Figure 1. Track usage over the die.
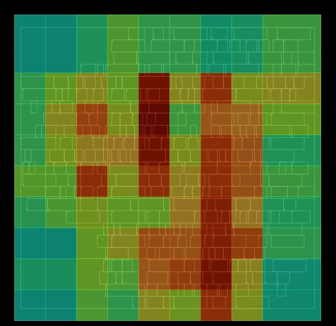
Figure 2. Sequential cells colored by netlist name.
Other sequential cells in the stronger gray, the rest of the logic in the fainter gray.
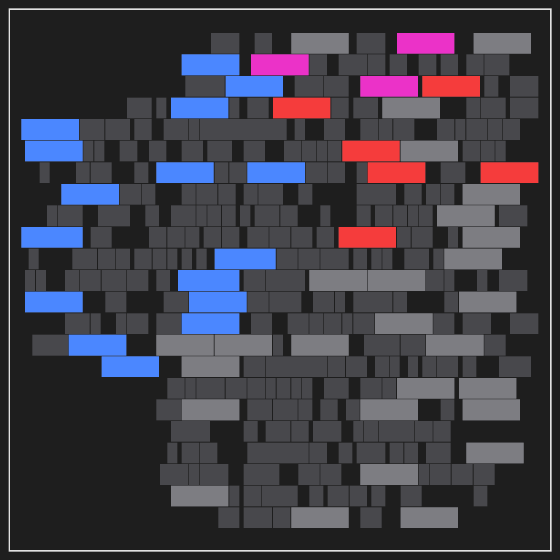
Figure 3. Drive-strength map.
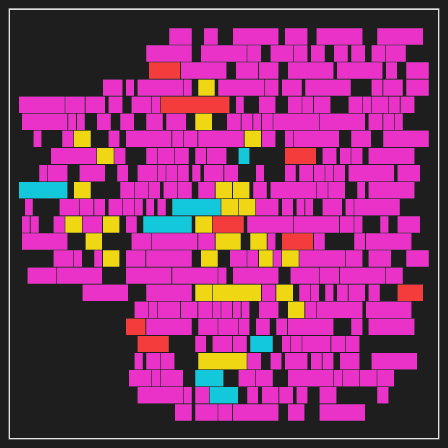
Figure 4. Placed cells, one color a class.
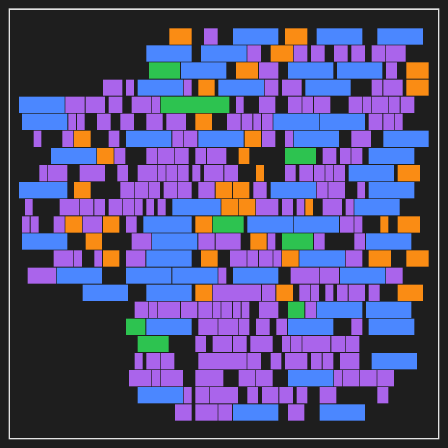
[src/rtl/rotary_input_conditioner.sv]
`default_nettype none
// ============================================================================
//  Module   : rotary_input_conditioner
//  Purpose  : Synchronises and debounces the rotary encoder A/B/centre pins
//             against a shared tick prescaler. Drives clean levels to the
//             downstream position counter and generates press/release/
//             long-press strobes.
//  Revision : 1.0  initial release
// ============================================================================
module rotary_input_conditioner #(
  parameter int unsigned TICK_DIV         = 50000,
  parameter int unsigned STABLE_TICKS     = 3,
  parameter int unsigned LONG_PRESS_TICKS = 500,
  parameter logic [2:0]  INVERT           = 3'b000
) (
  input  logic clk,
  input  logic rst,
  input  logic raw_A,
  input  logic raw_B,
  input  logic raw_center,
  output logic rot_A,
  output logic rot_B,
  output logic rot_center,
  output logic center_press,
  output logic center_release,
  output logic center_long,
  output logic tick
);

  localparam int unsigned DIV_W  = (TICK_DIV > 1) ? $clog2(TICK_DIV) : 1;
  localparam int unsigned STAB_W = (STABLE_TICKS > 1) ? $clog2(STABLE_TICKS) : 1;
  localparam int unsigned HOLD_W = 16;

  localparam logic [DIV_W-1:0]  DIV_LAST  = DIV_W'(TICK_DIV - 1);
  localparam logic [STAB_W-1:0] STAB_LAST = STAB_W'(STABLE_TICKS - 1);
  localparam logic [HOLD_W-1:0] HOLD_MAX  = HOLD_W'(LONG_PRESS_TICKS);

  // --------------------------------------------------------------------------
  // Input polarity normalisation and two-flop synchroniser, {center,B,A}
  // --------------------------------------------------------------------------
  logic [2:0] norm_w;
  logic [2:0] sync1_q;
  logic [2:0] sync2_q;

  assign norm_w = {raw_center, raw_B, raw_A} ^ INVERT;

  // Two-stage synchroniser for the asynchronous pins
  always_ff @(posedge clk) begin
    if (rst) begin
      sync1_q <= 3'b000;
      sync2_q <= 3'b000;
    end else begin
      sync1_q <= norm_w;
      sync2_q <= sync1_q;
    end
  end

  // --------------------------------------------------------------------------
  // Debounce timebase
  // --------------------------------------------------------------------------
  logic [DIV_W-1:0] div_q;
  logic [DIV_W-1:0] div_d;
  logic             tick_w;

  assign tick_w = (div_q == DIV_LAST);

  // Free-running prescaler wrapping at TICK_DIV-1
  always_comb begin
    div_d = div_q + 1'b1;
    if (tick_w) begin
      div_d = '0;
    end
  end

  // Prescaler register
  always_ff @(posedge clk) begin
    if (rst) begin
      div_q <= '0;
    end else begin
      div_q <= div_d;
    end
  end

  // --------------------------------------------------------------------------
  // Per-channel debounce: the clean level flips only after STABLE_TICKS
  // consecutive ticks of disagreement; any agreement restarts the count.
  // --------------------------------------------------------------------------
  logic [2:0] clean_w;

  for (genvar gi = 0; gi < 3; gi++) begin : g_chan
    logic [STAB_W-1:0] stab_q;
    logic [STAB_W-1:0] stab_d;
    logic              clean_q;
    logic              clean_d;

    // Next-state for the stability counter and clean level
    always_comb begin
      stab_d  = stab_q;
      clean_d = clean_q;
      if (sync2_q[gi] == clean_q) begin
        stab_d = '0;
      end else if (tick_w) begin
        if (stab_q == STAB_LAST) begin
          clean_d = sync2_q[gi];
          stab_d  = '0;
        end else begin
          stab_d = stab_q + 1'b1;
        end
      end
    end

    // Channel state registers
    always_ff @(posedge clk) begin
      if (rst) begin
        stab_q  <= '0;
        clean_q <= 1'b0;
      end else begin
        stab_q  <= stab_d;
        clean_q <= clean_d;
      end
    end

    assign clean_w[gi] = clean_q;
  end

  // --------------------------------------------------------------------------
  // Centre button strobes and long-press detection
  // --------------------------------------------------------------------------
  logic              clean_c_w;
  logic              prev_c_q;
  logic              press_q;
  logic              press_d;
  logic              release_q;
  logic              release_d;
  logic              long_q;
  logic              long_d;
  logic              fired_q;
  logic              fired_d;
  logic [HOLD_W-1:0] hold_q;
  logic [HOLD_W-1:0] hold_d;

  assign clean_c_w = clean_w[2];

  // Edge strobes, hold counter and one-shot long-press logic. The hold
  // counter sees the pre-flip (low) level on the flip cycle, so a tick in
  // that cycle is not counted.
  always_comb begin
    press_d   = clean_c_w & ~prev_c_q;
    release_d = ~clean_c_w & prev_c_q;
    long_d    = (hold_q == HOLD_MAX) && !fired_q;
    hold_d    = hold_q;
    fired_d   = fired_q;
    if (!clean_c_w) begin
      hold_d  = '0;
      fired_d = 1'b0;
    end else begin
      if (hold_q == HOLD_MAX) begin
        fired_d = 1'b1;
      end
      if (tick_w && (hold_q != HOLD_MAX)) begin
        hold_d = hold_q + 1'b1;
      end
    end
  end

  // Strobe and hold-tracking registers
  always_ff @(posedge clk) begin
    if (rst) begin
      prev_c_q  <= 1'b0;
      press_q   <= 1'b0;
      release_q <= 1'b0;
      long_q    <= 1'b0;
      fired_q   <= 1'b0;
      hold_q    <= '0;
    end else begin
      prev_c_q  <= clean_c_w;
      press_q   <= press_d;
      release_q <= release_d;
      long_q    <= long_d;
      fired_q   <= fired_d;
      hold_q    <= hold_d;
    end
  end

  assign rot_A          = clean_w[0];
  assign rot_B          = clean_w[1];
  assign rot_center     = clean_w[2];
  assign center_press   = press_q;
  assign center_release = release_q;
  assign center_long    = long_q;
  assign tick           = tick_w;

endmodule
`default_nettype wire
[config.mk]
export PLATFORM = sky130hd
export DESIGN_NAME = rotary_input_conditioner
export DESIGN_NICKNAME = d
export VERILOG_FILES = /design/src/rtl/rotary_input_conditioner.sv
export SDC_FILE = /design/constraint.sdc
export NUM_CORES = 1
export LEC_CHECK = 0
export CORE_MARGIN = 1
export CORE_UTILIZATION = 53
export CTS_CLUSTER_DIAMETER = 50
export DETAILED_ROUTE_END_ITERATION = 10
export PLACE_DENSITY = 0.87
export RECOVER_POWER = 100
export SLEW_MARGIN = 30
export SYNTH_ARGS = -nofsm -noshare
export SYNTH_HDL_FRONTEND = slang
export SYNTH_SLANG_ARGS = --single-unit
[constraint.sdc]
create_clock -name clk -period 2.24 [get_ports clk]
set_input_delay 0.672 -clock clk [delete_from_list [all_inputs] [get_ports clk]]
set_output_delay 0.672 -clock clk [all_outputs]
set_load 0.01 [all_outputs]
==> changes_impl.md <==
## Flow update

- Post-Syn Area: 2320 um^2
- Worst-case clock buffer depth: 2
- First-pass GRT wire length: 7890 um
- Detailed route wirelength on metal3: 227 um
- Clock group: 0.000650 W
- Non-clock buffering overhead: 10.1%
- Internal Pwr Total: 0.00129 W
- Detailed-route via count: 1999
- Compound-cell area share of the yosys netlist: 10.0%
- Relative contribution of combinational cells to total power: 2.3%
- Most instantiated logic cell after routing: sky130_fd_sc_hd__dfxtp_1
- Cell accounting for the most synthesized area: sky130_fd_sc_hd__dfxtp_1
- Result of the run: complete, but fails checks
- Violated checks: negative setup slack
- Cell types occupying the most area after synthesis: sky130_fd_sc_hd__dfxtp_1, sky130_fd_sc_hd__a21oi_1, sky130_fd_sc_hd__xor2_1
- Data arrival, critical path: 1.75 ns
- Clock buf/inv share: 4.18%
- Antenna violations before repair: 0
- Yosys Instances: 261
- Post-layout net count: 298
- Total clock buffers created by CTS: 5
- Post-synthesis to final-layout area growth: 18.9%
- Minimum period implied by the final worst setup slack: 2.42 ns
- Nonclk inv count: 5
- Leakage: 0.964 nW
- Count of state elements after synthesis: 52
- Setup WS post-layout: -0.181 ns
- Worst slew pin tran: 0.594 ns
- Fraction of power consumed by the clock network: 40.0%
- Area share, top type: 44.9%
- Startpoint of the worst-slack reg-to-reg timing path: div_q[11]
- Cells along the critical path: or4_1 > or4_4 > inv_4 > buf_6
- Cell area reported after detailed placement: 2630 um^2
- Adder Share, Synth: 1.62%
- Uppermost layer routed: met4
- Number of multi-input combinational cells: 191
- Fp_density: 56.7%
- Post-synthesis chip area from yosys: 2320 um^2
- Final number of setup-violating endpoints: 7
About Figure 1:
core occupancy in the finished layout: 67.4%
met3 GRT Util: 6.00%

About Figure 2:
legend:
  sync1_q:
    color: magenta
    placed_flops: 3
  g_chan.stab_q:
    color: red
    placed_flops: 6
  div_q:
    color: blue
    placed_flops: 16
flip-flop and latch power: 0.000939 W
area taken by flip-flops and latches: 1040 um^2
sequential share of cell area: 37.9%

About Figure 3:
legend:
  _6 and larger:
    color: red
    cells: 8
  _0 and _1 cells:
    color: magenta
    cells: 251
  _3 and _4 cells:
    color: yellow
    cells: 25
  _2 cells:
    color: cyan
    cells: 7
post-layout instance area: 2760 um^2
Setup WS post-layout: -0.181 ns

About Figure 4:
legend:
  combinational and other logic:
    color: purple
    cells: 196
    share_of_their_area: 47%
  clock drivers and dummy loads:
    color: green
    cells: 8
    share_of_their_area: 4.3%
  remaining buffers and delay cells:
    color: orange
    cells: 35
    share_of_their_area: 10%
  sequential cells:
    color: blue
    cells: 52
    share_of_their_area: 39%
number of placement rows: 23
Floorplan Core Area: 4090 um^2

Power figures rest on the tool's default switching activity, not on a simulated workload.
